File: src/rtl/video_pattern_source_pkg.sv
// Shared definitions for the video pattern source: register map, pattern
// encodings, FSM state encoding and the colour-bar palette.
package video_pattern_source_pkg;

    localparam logic [2:0] ADDR_CTRL    = 3'd0;
    localparam logic [2:0] ADDR_PATTERN = 3'd1;
    localparam logic [2:0] ADDR_COLOR   = 3'd2;
    localparam logic [2:0] ADDR_STATUS  = 3'd3;

    typedef enum logic [1:0] {
        PAT_SOLID   = 2'b00,
        PAT_BARS    = 2'b01,
        PAT_RAMP    = 2'b10,
        PAT_CHECKER = 2'b11
    } pattern_t;

    typedef enum logic [1:0] {
        ST_IDLE   = 2'd0,
        ST_STREAM = 2'd1,
        ST_LAST   = 2'd2
    } state_t;

    // RGB565 colour-bar palette, left to right across the line
    function automatic logic [15:0] bar_color(input logic [2:0] idx);
        case (idx)
            3'd0:    bar_color = 16'hFFFF;
            3'd1:    bar_color = 16'hFFE0;
            3'd2:    bar_color = 16'h07FF;
            3'd3:    bar_color = 16'h07E0;
            3'd4:    bar_color = 16'hF81F;
            3'd5:    bar_color = 16'hF800;
            3'd6:    bar_color = 16'h001F;
            default: bar_color = 16'h0000;
        endcase
    endfunction

endpackage

File: src/rtl/video_pattern_gen.sv
// Combinational RGB565 pixel generator: maps a pixel coordinate and the
// frame's latched pattern settings to a colour.
module video_pattern_gen
    import video_pattern_source_pkg::*;
#(
    parameter int H_RES = 320
) (
    input  logic [15:0] x,
    input  logic [15:0] y,
    input  logic [1:0]  pattern,
    input  logic [15:0] solid_color,
    output logic [15:0] pixel
);

    localparam int BAR_W = H_RES / 8;

    logic [2:0] w_bar_idx;
    logic       w_unused;

    // only y[3] matters (checkerboard); the rest of y is intentionally ignored
    assign w_unused = &{1'b0, y[15:4], y[2:0]};

    // bar index = number of bar boundaries at or left of x; the last bar
    // absorbs the remainder of H_RES/8 so it runs to the end of the line
    always_comb begin
        w_bar_idx = 3'd0;
        for (int k = 1; k < 8; k++) begin
            if ({16'd0, x} >= 32'(k * BAR_W)) begin
                w_bar_idx = 3'(k);
            end
        end
    end

    // pattern select
    always_comb begin
        case (pattern)
            PAT_SOLID: pixel = solid_color;
            PAT_BARS:  pixel = bar_color(w_bar_idx);
            PAT_RAMP:  pixel = {x[8:4], x[8:3], x[8:4]};
            default:   pixel = (x[3] ^ y[3]) ? 16'hFFFF : 16'h0000;
        endcase
    end

endmodule

File: src/rtl/video_pattern_source.sv
// Avalon-MM configured test-pattern generator streaming RGB565 frames over
// Avalon-ST (readyLatency 0) with frame-done interrupt.
module video_pattern_source
    import video_pattern_source_pkg::*;
#(
    parameter int H_RES = 320,
    parameter int V_RES = 240
) (
    input  logic        clk,
    input  logic        reset,
    input  logic        mm_slave_chipselect,
    input  logic [2:0]  mm_slave_address,
    input  logic        mm_slave_write,
    input  logic [31:0] mm_slave_writedata,
    input  logic        mm_slave_read,
    output logic [31:0] mm_slave_readdata,
    output logic        irq_sender,
    output logic        source_valid_out,
    input  logic        source_ready_in,
    output logic [15:0] source_data_out,
    output logic        source_startofpacket_out,
    output logic        source_endofpacket_out
);

    localparam logic [15:0] X_LAST   = 16'(H_RES - 1);
    localparam logic [15:0] Y_LAST   = 16'(V_RES - 1);
    localparam logic [15:0] Y_PENULT = 16'(V_RES - 2);

    state_t      r_state;
    logic [15:0] r_x;
    logic [15:0] r_y;
    logic        r_run;
    logic        r_single_shot;
    logic        r_irq_enable;
    logic [1:0]  r_pattern_sel;
    logic [15:0] r_solid_color;
    logic        r_irq_pending;
    logic [15:0] r_frame_count;
    logic [1:0]  r_sh_pattern;
    logic [15:0] r_sh_color;

    logic        w_wr;
    logic        w_rd;
    logic        w_valid;
    logic        w_xfer;
    logic        w_x_end;
    logic        w_frame_done;
    logic [15:0] w_pixel;
    logic        w_unused;

    assign w_wr         = mm_slave_chipselect && mm_slave_write;
    assign w_rd         = mm_slave_chipselect && mm_slave_read;
    assign w_valid      = (r_state != ST_IDLE);
    assign w_xfer       = w_valid && source_ready_in;
    assign w_x_end      = (r_x == X_LAST);
    assign w_frame_done = (r_state == ST_LAST) && w_xfer && w_x_end;
    assign w_unused     = &{1'b0, mm_slave_writedata[31:16]};

    // control/status registers; frame-done events override same-cycle CPU writes
    always_ff @(posedge clk or negedge reset) begin
        if (!reset) begin
            r_run         <= 1'b0;
            r_single_shot <= 1'b0;
            r_irq_enable  <= 1'b0;
            r_pattern_sel <= 2'b00;
            r_solid_color <= 16'd0;
            r_irq_pending <= 1'b0;
            r_frame_count <= 16'd0;
        end else begin
            if (w_wr) begin
                case (mm_slave_address)
                    ADDR_CTRL: begin
                        r_run         <= mm_slave_writedata[0];
                        r_single_shot <= mm_slave_writedata[1];
                        r_irq_enable  <= mm_slave_writedata[2];
                    end
                    ADDR_PATTERN: r_pattern_sel <= mm_slave_writedata[1:0];
                    ADDR_COLOR:   r_solid_color <= mm_slave_writedata[15:0];
                    ADDR_STATUS:  if (mm_slave_writedata[1]) r_irq_pending <= 1'b0;
                    default: ;
                endcase
            end
            if (w_frame_done) begin
                r_irq_pending <= 1'b1;
                r_frame_count <= r_frame_count + 16'd1;
                if (r_single_shot) r_run <= 1'b0;
            end
        end
    end

    // registered read data, one cycle after a selected read
    always_ff @(posedge clk or negedge reset) begin
        if (!reset) begin
            mm_slave_readdata <= 32'd0;
        end else if (w_rd) begin
            case (mm_slave_address)
                ADDR_CTRL:    mm_slave_readdata <= {29'd0, r_irq_enable, r_single_shot, r_run};
                ADDR_PATTERN: mm_slave_readdata <= {30'd0, r_pattern_sel};
                ADDR_COLOR:   mm_slave_readdata <= {16'd0, r_solid_color};
                ADDR_STATUS:  mm_slave_readdata <= {r_frame_count, 14'd0, r_irq_pending, w_valid};
                default:      mm_slave_readdata <= 32'd0;
            endcase
        end
    end

    // frame FSM and raster counters; pattern settings are snapshotted at frame start
    always_ff @(posedge clk or negedge reset) begin
        if (!reset) begin
            r_state      <= ST_IDLE;
            r_x          <= 16'd0;
            r_y          <= 16'd0;
            r_sh_pattern <= 2'b00;
            r_sh_color   <= 16'd0;
        end else begin
            case (r_state)
                ST_IDLE: begin
                    if (r_run) begin
                        r_state      <= ST_STREAM;
                        r_sh_pattern <= r_pattern_sel;
                        r_sh_color   <= r_solid_color;
                    end
                end
                ST_STREAM: begin
                    if (w_xfer) begin
                        if (w_x_end) begin
                            r_x <= 16'd0;
                            r_y <= r_y + 16'd1;
                            if (r_y == Y_PENULT) r_state <= ST_LAST;
                        end else begin
                            r_x <= r_x + 16'd1;
                        end
                    end
                end
                ST_LAST: begin
                    if (w_xfer) begin
                        if (w_x_end) begin
                            r_x <= 16'd0;
                            r_y <= 16'd0;
                            if (!r_single_shot && r_run) begin
                                r_state      <= ST_STREAM;
                                r_sh_pattern <= r_pattern_sel;
                                r_sh_color   <= r_solid_color;
                            end else begin
                                r_state <= ST_IDLE;
                            end
                        end else begin
                            r_x <= r_x + 16'd1;
                        end
                    end
                end
                default: r_state <= ST_IDLE;
            endcase
        end
    end

    video_pattern_gen #(.H_RES(H_RES)) u_gen (
        .x           (r_x),
        .y           (r_y),
        .pattern     (r_sh_pattern),
        .solid_color (r_sh_color),
        .pixel       (w_pixel)
    );

    assign source_valid_out         = w_valid;
    assign source_data_out          = w_valid ? w_pixel : 16'd0;
    assign source_startofpacket_out = w_valid && (r_x == 16'd0) && (r_y == 16'd0);
    assign source_endofpacket_out   = w_valid && w_x_end && (r_y == Y_LAST);
    assign irq_sender               = r_irq_pending && r_irq_enable;

endmodule

File: config.mk
export PLATFORM = sky130hd
export DESIGN_NAME = video_pattern_source
export DESIGN_NICKNAME = d
export VERILOG_FILES = /design/src/rtl/video_pattern_source_pkg.sv /design/src/rtl/video_pattern_gen.sv /design/src/rtl/video_pattern_source.sv
export SDC_FILE = /design/constraint.sdc
export NUM_CORES = 1
export LEC_CHECK = 0
export ABC_CLOCK_PERIOD_IN_PS = 4350
export CAP_MARGIN = 20
export CORE_MARGIN = 3
export CORE_UTILIZATION = 55
export DETAILED_ROUTE_END_ITERATION = 16
export PLACE_DENSITY = 0.81
export REMOVE_ABC_BUFFERS = 1
export SYNTH_ARGS = -nofsm -noshare
export SYNTH_HDL_FRONTEND = slang
export SYNTH_SLANG_ARGS = --single-unit
File: constraint.sdc
create_clock -name clk -period 4.35 [get_ports clk]
set_input_delay 1.0875 -clock clk [delete_from_list [all_inputs] [get_ports clk]]
set_output_delay 1.0875 -clock clk [all_outputs]
set_load 0.05 [all_outputs]
layer_met2.png
Drawn at 3 px/um.
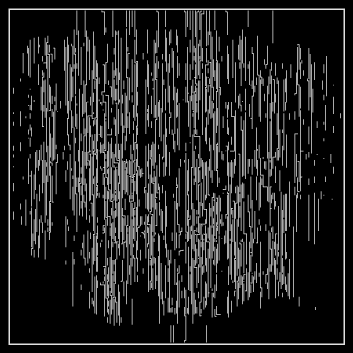
wire length on this layer	7,410 um
share of all routed wire	51%
nets with wire on the layer	587
main direction	vertical
longest straight run	33.3 um

detail.png
Region (43, 43) to (68, 68) um. Cells in grey, sequential cells in the stronger grey; small squares are vias.
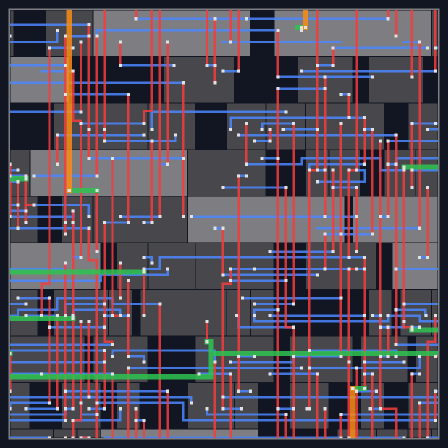
colour	layer
blue	metal 1
orange	metal 4
red	metal 2
green	metal 3
most frequent	dfrtp_1 (6), ha_1 (4)
sequential cells in the window	6
cells with their middle in the window	48

sizes.png
Drawn at 4 px/um.
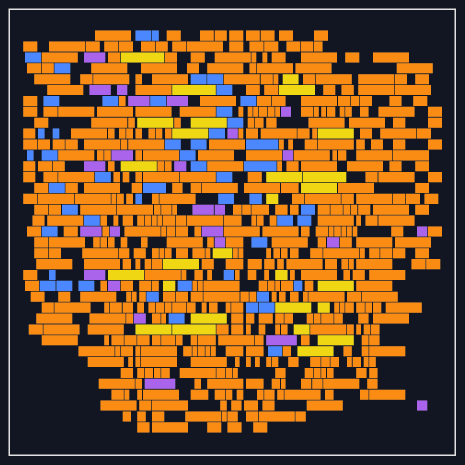
colour	size	cells
yellow	_6 and larger	27
blue	_2 cells	51
purple	_3 and _4 cells	25
orange	_0 and _1 cells	531
post-route worst setup slack: 0.125 ns
design area: 7470 um^2
Non-CTS buffers: 84
Synth-to-Final Area Change: 22.9%

flops_by_reg.png
Drawn at 3 px/um. Other sequential cells in the stronger grey, the rest of the logic in the fainter grey.
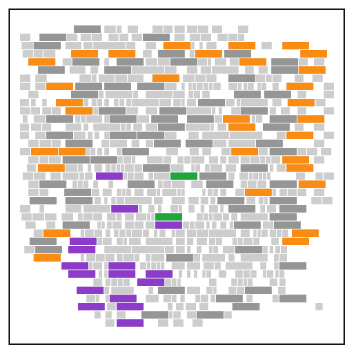
colour	netlist name	sequential cells
orange	`mm_slave_readdata`	32
purple	`r_x`	16
green	`r_state`	2
not coloured	72

congestion.png
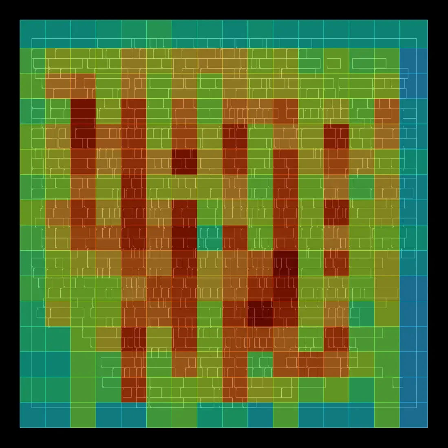
M2 GR Usage: 41.1%
met3 Usage GRT: 6.28%
global routing's busiest layer: met2
WL/cell: 18.7 um
final core occ: 70.8%

==> results.py <==
# Flow results
metrics = {
    "global_routing": {
        "grt_max_degree": 77,
    },
    "synth": {
        "top_cell": "dfrtp_1",
        "area_leaders": "dfrtp_1, mux2_2, a22o_1, a21oi_1, xnor2_1",
        "flop_cell": "dfrtp_1",
        "synth_cell_types": 59,
        "yosys_warnings": 0,
        "ys_chip_area_um2": 6080,
        "synth_seq_share_pct": 50.2,
        "top_cell_area_share_pct": 50.2,
        "ys_cells": 547,
    },
    "sta": {
        "period_needed_ns": 4.23,
        "finalMaxSlewViolations": 0,
        "finalCritPeriodShare_pct": 97.1,
        "setup_viol": 0,
        "final.setup_skew_ns": 0.0100,
        "finalHoldViolCount": 0,
    },
    "power_and_ir_drop": {
        "seq_power_share_pct": 42.7,
        "power_frac_clock_pct": 47.5,
        "power.internal_mw": 2.31,
    },
    "clock_tree": {
        "cts_htree_levels": 4,
        "path_clk_slew_ns": 0.06,
        "clockBufferDepth": 2,
    },
    "route": {
        "drtPass1Iterations": 5,
        "vias_per_cell": 6.11,
        "post-route-drc-count": 0,
    },
    "status": {
        "status": "finished, final reports clean",
    },
    "floorplan": {
        "fp_util_pct": 57.6,
        "pin_count": 93,
    },
    "setup_path": {
        "worstPathMaxFanout": 6,
        "worstPathArrival_ns": 3.14,
        "r2r_setup_slack_ns": 1.65,
        "critPathLaunchType": "register",
    },
    "placement": {
        "hpwl_um": 9230,
        "dp.cells": 736,
    },
    "worst_hold_path": {
        "hold_start": "mm_slave_readdata[2]",
    },
    "job": {
        "maxCapViolations": 0,
    },
    "layout": {
        "drive_gt1_share_pct": 16.2,
        "layout_top_cells": "dfrtp_1, clkdlybuf4s50_1, nand2_1",
        "seq_area_um2": 3050,
    },
}
## worst max-delay path by stage
stage	slack [ns]	from	endpoint	cells after the start
final	0.12	r_x[10]	source_data_out[1]	6
after global routing	0.005	r_x[10]	source_data_out[3]	6
after CTS	0.15	r_x[10]	source_data_out[13]	6
after detailed placement	0.42	r_x[10]	source_data_out[2]	5
after global placement	0.36	r_x[10]	source_data_out[1]	5
after floorplan	0.47	r_state[0]	source_endofpacket_out	5
## critical path, cell delays in order, from the launching register on
cell and delay [ns]:
dfrtp_1 0.45, nor4_4 0.48, nand4b_1 0.20, a311oi_1 0.48, o41ai_2 0.24, a21oi_1 0.22, dlygate4sd2_1 0.56
## registers in the layout, indices dropped and copies added, names as in the netlist
| signal | count |
|---|---|
| r_state | 2 |
| r_run | 1 |
| r_irq_pending | 1 |
| r_solid_color | 16 |
| r_x | 16 |
| r_irq_enable | 1 |
| r_y | 16 |
| mm_slave_readdata | 32 |
| r_sh_pattern | 2 |
| r_single_shot | 1 |
| r_frame_count | 16 |
| r_pattern_sel | 2 |
| r_sh_color | 16 |
## final cells by class
class,count,area share (%)
clock buffers,18,5.59
clock inverters,14,2.80
inverters,14,0.703
multi-input cells,382,37.3
flip-flops and latches,122,40.9
well taps,136,2.28
repair buffers,84,10.5
## power groups by stage
stage	clock network [mW]	logic [mW]	registers, mW
after floorplan	0	0.156	1.36
after global placement	0	0.294	1.34
after global routing	1.56	0.339	1.35
after CTS	1.50	0.311	1.33
after detailed placement	0	0.304	1.35
final	1.49	0.310	1.34
## layer usage
metal  track usage, %  vias up  share of wire [%]
met4             8.68        0                1.8
met3             6.28       29                5.2
li1                 -     2156                  -
met1             29.9     2334                 42
met2             41.1      189                 51
met5                0        -                  0
## logic make-up (layout without fill, tap and decap cells)
family                     after synthesis  count (layout)  share of synthesized area, %
AOI/OAI and AO/OA                      116             116                          13.1
xor gates and xnor gates                30              30                          4.32
adders and majority gates               10              10                          2.06
buffers and inverters                   43             130                          4.07
DFF                                    122             122                          50.2
muxes                                   46              46                          9.43
and+or+nand+nor                        180             180                          16.8
## per-stage QoR
| step | hold WS (ns) | total power, mW | setup slack, ns | instance area (um^2) | util (%) |
|---|---|---|---|---|---|
| 2_1_floorplan | 0.446 | 1.52 | 0.468 | 5880 | - |
| 3_3_place_gp | 0.462 | 1.64 | 0.364 | 6860 | 65.0 |
| 3_5_place_dp | 0.469 | 1.66 | 0.418 | 6860 | 65.0 |
| 4_1_cts | 0.484 | 3.15 | 0.145 | 7470 | 70.8 |
| 5_1_grt | 0.514 | 3.25 | 0.00501 | 7470 | 70.8 |
| 6_report | 0.479 | 3.14 | 0.125 | 7470 | 70.8 |
## timing repair
item | CTS | global route
pin swaps | 0 | 0
resized | 17 | 16
hold buffers | 0 | 0
setup endpoints to repair | 13 | 9
Power and IR drop assume default switching activity.
